### src/rtl/bit_serializer_pkg.sv
// Shared definitions for the parallel-to-serial front end: state encoding
// and the legal word-width range.
package ser_pkg;

    // Narrowest and widest word the serializer is built for
    localparam int SER_WIDTH_MIN = 2;
    localparam int SER_WIDTH_MAX = 32;

    // Shifter FSM: IDLE means the shifter holds no live word
    typedef enum logic [0:0] {
        SER_IDLE  = 1'b0,
        SER_SHIFT = 1'b1
    } ser_state_t;

    // True when a requested word width can be built
    function automatic bit ser_width_legal(input int width);
        return (width >= SER_WIDTH_MIN) && (width <= SER_WIDTH_MAX);
    endfunction

endpackage

### src/rtl/bit_serializer_if.sv
// Word handshake plus serial output bundle of the bit serializer.
// The master side supplies words and the stall request; the slave side
// (the serializer) answers with ready and the serial stream.
interface bit_serializer_if #(
    parameter int WIDTH = 8
) ();

    logic [WIDTH-1:0] word_in;
    logic             word_valid;
    logic             word_ready;
    logic             stall;
    logic             ser_bit;
    logic             ser_valid;
    logic             word_done;
    logic             busy;

    modport master (
        output word_in,
        output word_valid,
        output stall,
        input  word_ready,
        input  ser_bit,
        input  ser_valid,
        input  word_done,
        input  busy
    );

    modport slave (
        input  word_in,
        input  word_valid,
        input  stall,
        output word_ready,
        output ser_bit,
        output ser_valid,
        output word_done,
        output busy
    );

endinterface

### src/rtl/bit_serializer_hold_reg.sv
// One-entry valid/ready holding register. It accepts a word whenever it is
// empty and releases it when the shifter FSM strobes i_take. Ready depends
// only on the registered full flag, so nothing downstream can reach it
// combinationally.
module ser_hold_reg
    import ser_pkg::*;
#(
    parameter int WIDTH = 8
) (
    input  logic             clk,
    input  logic             reset_n,
    input  logic [WIDTH-1:0] i_data,
    input  logic             i_valid,
    output logic             o_ready,
    input  logic             i_take,
    output logic             o_full,
    output logic [WIDTH-1:0] o_data
);

    logic             r_full;
    logic [WIDTH-1:0] r_data;
    logic             w_accept;

    // Ready is simply "empty"; take and accept can never coincide because
    // take needs a full register while accept needs an empty one
    assign o_ready  = ~r_full;
    assign w_accept = i_valid & ~r_full;
    assign o_full   = r_full;
    assign o_data   = r_data;

    // Capture a word on a handshake, drop it when the shifter takes it
    always_ff @(posedge clk or negedge reset_n) begin
        if (!reset_n) begin
            r_full <= 1'b0;
            r_data <= '0;
        end else if (w_accept) begin
            r_full <= 1'b1;
            r_data <= i_data;
        end else if (i_take) begin
            r_full <= 1'b0;
        end
    end

endmodule

### src/rtl/bit_serializer.sv
// Parallel-to-serial front end for the bit-stream detectors. Words enter
// through a one-word holding register and leave one bit per non-stalled
// clock; when the holding register is already full at the last bit of a
// word, the next word is loaded on the same edge so the stream is gapless.
module bit_serializer
    import ser_pkg::*;
#(
    parameter int WIDTH     = 8,
    parameter bit MSB_FIRST = 1'b1
) (
    input  logic             clk,
    input  logic             reset_n,
    bit_serializer_if.slave  bus
);

    localparam int            CNT_W   = $clog2(WIDTH);
    localparam logic [CNT_W-1:0] CNT_TOP = CNT_W'(WIDTH - 1);

    // Refuse to elaborate widths the counter and shifter are not sized for
    if (!ser_width_legal(WIDTH)) begin : g_badWidth
        $error("bit_serializer: WIDTH must lie in 2..32");
    end

    ser_state_t       r_state;
    ser_state_t       w_nextState;
    logic [WIDTH-1:0] r_shift;
    logic [CNT_W-1:0] r_bitCnt;

    logic             w_holdFull;
    logic [WIDTH-1:0] w_holdData;
    logic             w_wordReady;
    logic             w_take;
    logic             w_serValid;
    logic             w_lastBit;
    logic             w_wordDone;
    logic             w_advance;
    logic             w_load;

    ser_hold_reg #(
        .WIDTH (WIDTH)
    ) u_hold (
        .clk     (clk),
        .reset_n (reset_n),
        .i_data  (bus.word_in),
        .i_valid (bus.word_valid),
        .o_ready (w_wordReady),
        .i_take  (w_take),
        .o_full  (w_holdFull),
        .o_data  (w_holdData)
    );

    // State register; reset abandons any word in flight
    always_ff @(posedge clk or negedge reset_n) begin
        if (!reset_n) begin
            r_state <= SER_IDLE;
        end else begin
            r_state <= w_nextState;
        end
    end

    // Next state: start when a held word exists and the output is not
    // paused, fall back to idle only when the last bit leaves with nothing
    // waiting behind it
    always_comb begin
        w_nextState = r_state;
        case (r_state)
            SER_IDLE: begin
                if (w_holdFull && !bus.stall) begin
                    w_nextState = SER_SHIFT;
                end
            end
            SER_SHIFT: begin
                if (w_wordDone && !w_holdFull) begin
                    w_nextState = SER_IDLE;
                end
            end
            default: begin
                w_nextState = SER_IDLE;
            end
        endcase
    end

    // Output and datapath strobes: a bit is live whenever the shifter is
    // loaded and not paused; the load strobe doubles as the hold take
    always_comb begin
        w_serValid = (r_state == SER_SHIFT) && !bus.stall;
        w_lastBit  = (r_bitCnt == '0);
        w_wordDone = w_serValid && w_lastBit;
        w_advance  = w_serValid && !w_lastBit;
        w_load     = ((r_state == SER_IDLE) && w_holdFull && !bus.stall)
                   || (w_wordDone && w_holdFull);
        w_take     = w_load;
    end

    // Shifter and bit counter: load from hold, step toward the output end,
    // and clear once the last bit has left so idle output reads zero
    always_ff @(posedge clk or negedge reset_n) begin
        if (!reset_n) begin
            r_shift  <= '0;
            r_bitCnt <= '0;
        end else if (w_load) begin
            r_shift  <= w_holdData;
            r_bitCnt <= CNT_TOP;
        end else if (w_advance) begin
            r_shift  <= MSB_FIRST ? {r_shift[WIDTH-2:0], 1'b0}
                                  : {1'b0, r_shift[WIDTH-1:1]};
            r_bitCnt <= r_bitCnt - 1'b1;
        end else if (w_wordDone) begin
            r_shift  <= '0;
        end
    end

    assign bus.word_ready = w_wordReady;
    assign bus.ser_bit    = MSB_FIRST ? r_shift[WIDTH-1] : r_shift[0];
    assign bus.ser_valid  = w_serValid;
    assign bus.word_done  = w_wordDone;
    assign bus.busy       = w_holdFull | (r_state == SER_SHIFT);

endmodule
### src/flat_wrapper.sv
// flat-port wrapper written by rule: the top's interface ports become plain ports
module bit_serializer_flat import ser_pkg::*;
#(
    parameter int WIDTH     = 8,
    parameter bit MSB_FIRST = 1'b1
)
  (clk, reset_n, bus_word_in, bus_word_valid, bus_stall, bus_word_ready, bus_ser_bit, bus_ser_valid, bus_word_done, bus_busy);
  bit_serializer_if #(.WIDTH(WIDTH)) bus_i ();
  input  logic clk;
  input  logic reset_n;
  input wire logic [$bits(bus_i.word_in)-1:0] bus_word_in;
  input wire logic [$bits(bus_i.word_valid)-1:0] bus_word_valid;
  input wire logic [$bits(bus_i.stall)-1:0] bus_stall;
  output wire logic [$bits(bus_i.word_ready)-1:0] bus_word_ready;
  output wire logic [$bits(bus_i.ser_bit)-1:0] bus_ser_bit;
  output wire logic [$bits(bus_i.ser_valid)-1:0] bus_ser_valid;
  output wire logic [$bits(bus_i.word_done)-1:0] bus_word_done;
  output wire logic [$bits(bus_i.busy)-1:0] bus_busy;
  assign bus_i.word_in = bus_word_in;
  assign bus_i.word_valid = bus_word_valid;
  assign bus_i.stall = bus_stall;
  assign bus_word_ready = bus_i.word_ready;
  assign bus_ser_bit = bus_i.ser_bit;
  assign bus_ser_valid = bus_i.ser_valid;
  assign bus_word_done = bus_i.word_done;
  assign bus_busy = bus_i.busy;
  bit_serializer #(.WIDTH(WIDTH), .MSB_FIRST(MSB_FIRST)) u_core (.clk(clk), .reset_n(reset_n), .bus(bus_i));
endmodule
### config.mk
export PLATFORM = sky130hd
export DESIGN_NAME = bit_serializer_flat
export DESIGN_NICKNAME = d
export VERILOG_FILES = /design/src/rtl/bit_serializer_pkg.sv /design/src/rtl/bit_serializer_if.sv /design/src/rtl/bit_serializer_hold_reg.sv /design/src/rtl/bit_serializer.sv /design/src/flat_wrapper.sv
export SDC_FILE = /design/constraint.sdc
export NUM_CORES = 1
export LEC_CHECK = 0
export CORE_MARGIN = 10
export CORE_UTILIZATION = 39
export DETAILED_ROUTE_END_ITERATION = 10
export DONT_BUFFER_PORTS = 1
export PLACE_DENSITY = 0.6
export SLEW_MARGIN = 25
export SYNTH_ARGS = -nofsm -noshare
export SYNTH_HDL_FRONTEND = slang
export SYNTH_SLANG_ARGS = --single-unit
### constraint.sdc
create_clock -name clk -period 1.3 [get_ports clk]
set_input_delay 0.13 -clock clk [delete_from_list [all_inputs] [get_ports clk]]
set_output_delay 0.13 -clock clk [all_outputs]
set_load 0.02 [all_outputs]
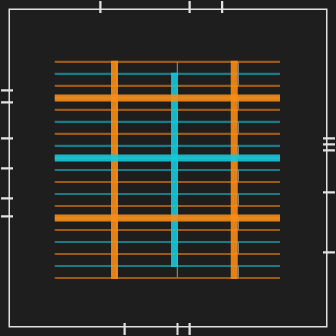
Fig. 1. Supply network.
Pins as bars on the die edge. Tap cells in grey.
[orange] VSS
[cyan] VDD
rows: 18
met4 straps: 3
signal pins: 17

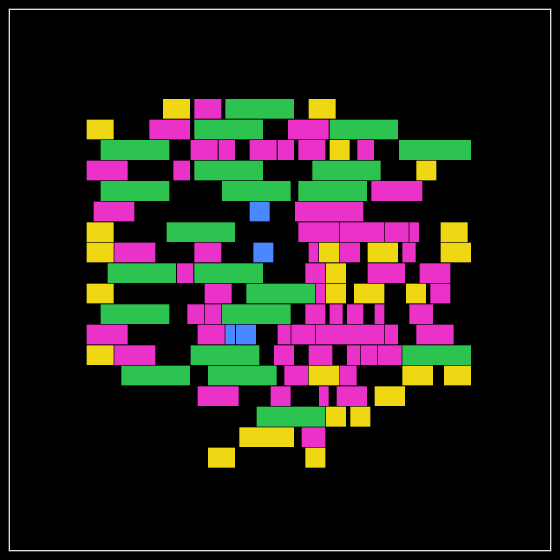
Fig. 2. Cell classes on the final placement.
[green] flip-flops | cells: 21 | share of their area: 39%
[yellow] other buffers and delay cells | cells: 26 | share of their area: 19%
[blue] clock drivers and dummy loads | cells: 4 | share of their area: 1.9%
[magenta] all other logic | cells: 57 | share of their area: 41%

==> flow_summary.toml <==
# implementation run metrics
[placed_design]
place_hpwl_um = 1480
dp_cells = 118
gp_congestion = 0.745
portBuffers = 0
place_ws_ps = -69.9

[yosys]
synthCells = 81
common_cells = "dfrtp_1, mux2_4, a221o_1"
netlist.area_leader.share_pct = 50.6
yosys.area_share.simple_pct = 12.4
synth.most_common_cell = "dfrtp_1"
avgSynthCellArea_um2 = 12.8
enable_flop_cells = 0
yosys_area_mm2 = 0.00104
top_cells_by_area = "dfrtp_1, mux2_4, a221o_1, and2_1, ha_1"
topCombFamilyByArea = "AND-OR/OR-AND gates"
async_flop_share_pct = 100
xor_share_pct = 0
mux_share_pct = 11.6
ys.flops = 21
ys_cells = 81

[power_and_ir_drop]
comb_power_uw = 1410
clockPowerShare_pct = 10.8
power_leakage_uw = 0.000607
power_frac_seq_pct = 40.0
p_clk_uw = 310
sequentialPower_uw = 1140
power_density_mw_per_mm2 = 2050

[finish]
biggestCellCategory = "combinational gates"
nClkBuffers = 4
layout_top_cell = "dfrtp_1"
n_all_buffers = 26
comb_area_share_pct = 38.2
finish.instance_area_mm2 = 0.00140
n_fill_cell = 203
area_delta_synth_final_pct = 34.7
antenna_cells = 0
instances_no_fill = 138

[sta]
setup_violations = 11
worst_slack_ps = -137
hold_slack_ps = 34.1
setup_tns_ps = -1050
fin_worst_skew_ps = 3.86

[detailed_routing]
dr_wl_met3_um = 98
avgRoutedWirePerCell_um = 15.8
route.met2.wl_um = 1010
drc = 0
initialDrtViolationCount = 31
ant_nets = 0

[worst_setup_path]
reg2reg_slack_ps = -120
crit_top_cell = "buf_6"
path_max_fanout = 2
start_kind = "register"
cp.required_ps = 1170
worstPathArrival_ps = 1310
cp-startpoint = "u_core.r_bitCnt[1]$_DFFE_PN0P_"
rr_startpoint = "u_core.r_bitCnt[1]$_DFFE_PN0P_"
crit_cells = 6
worstReg2RegEnd = "u_core.r_shift[6]$_DFFE_PN0P_"

[flow_run]
maxCapViolCount = 0
log.warning_count = 29

[run_status]
violations = "negative setup slack"
outcome = "finished, violations left"

[die]
fp.dieW_um = 71.6
io_pins = 17
num_rows = 18
n_tap_cell = 30
core-area_mm2 = 0.00250

[clock_tree]
cts_resized = 11
insertion_delay_ps = 290
htree_levels = 1
tritoncts = "yes"
hold_buffers = 10
clkTransAtPathRegs_ps = 120
cts-buffers-inserted = 3

[global_route]
grt_max_degree = 22
grt-ovfl-total = 0
first_global_vias = 804
top_usage_layer = "met2"
met2_usage_pct = 13.5
grtUsageTotal_pct = 8.96

[min_path]
hp-start = "bus_stall"
hold_depth = 2
whs_endpoint = "u_core.r_bitCnt[2]$_DFFE_PN0P_"
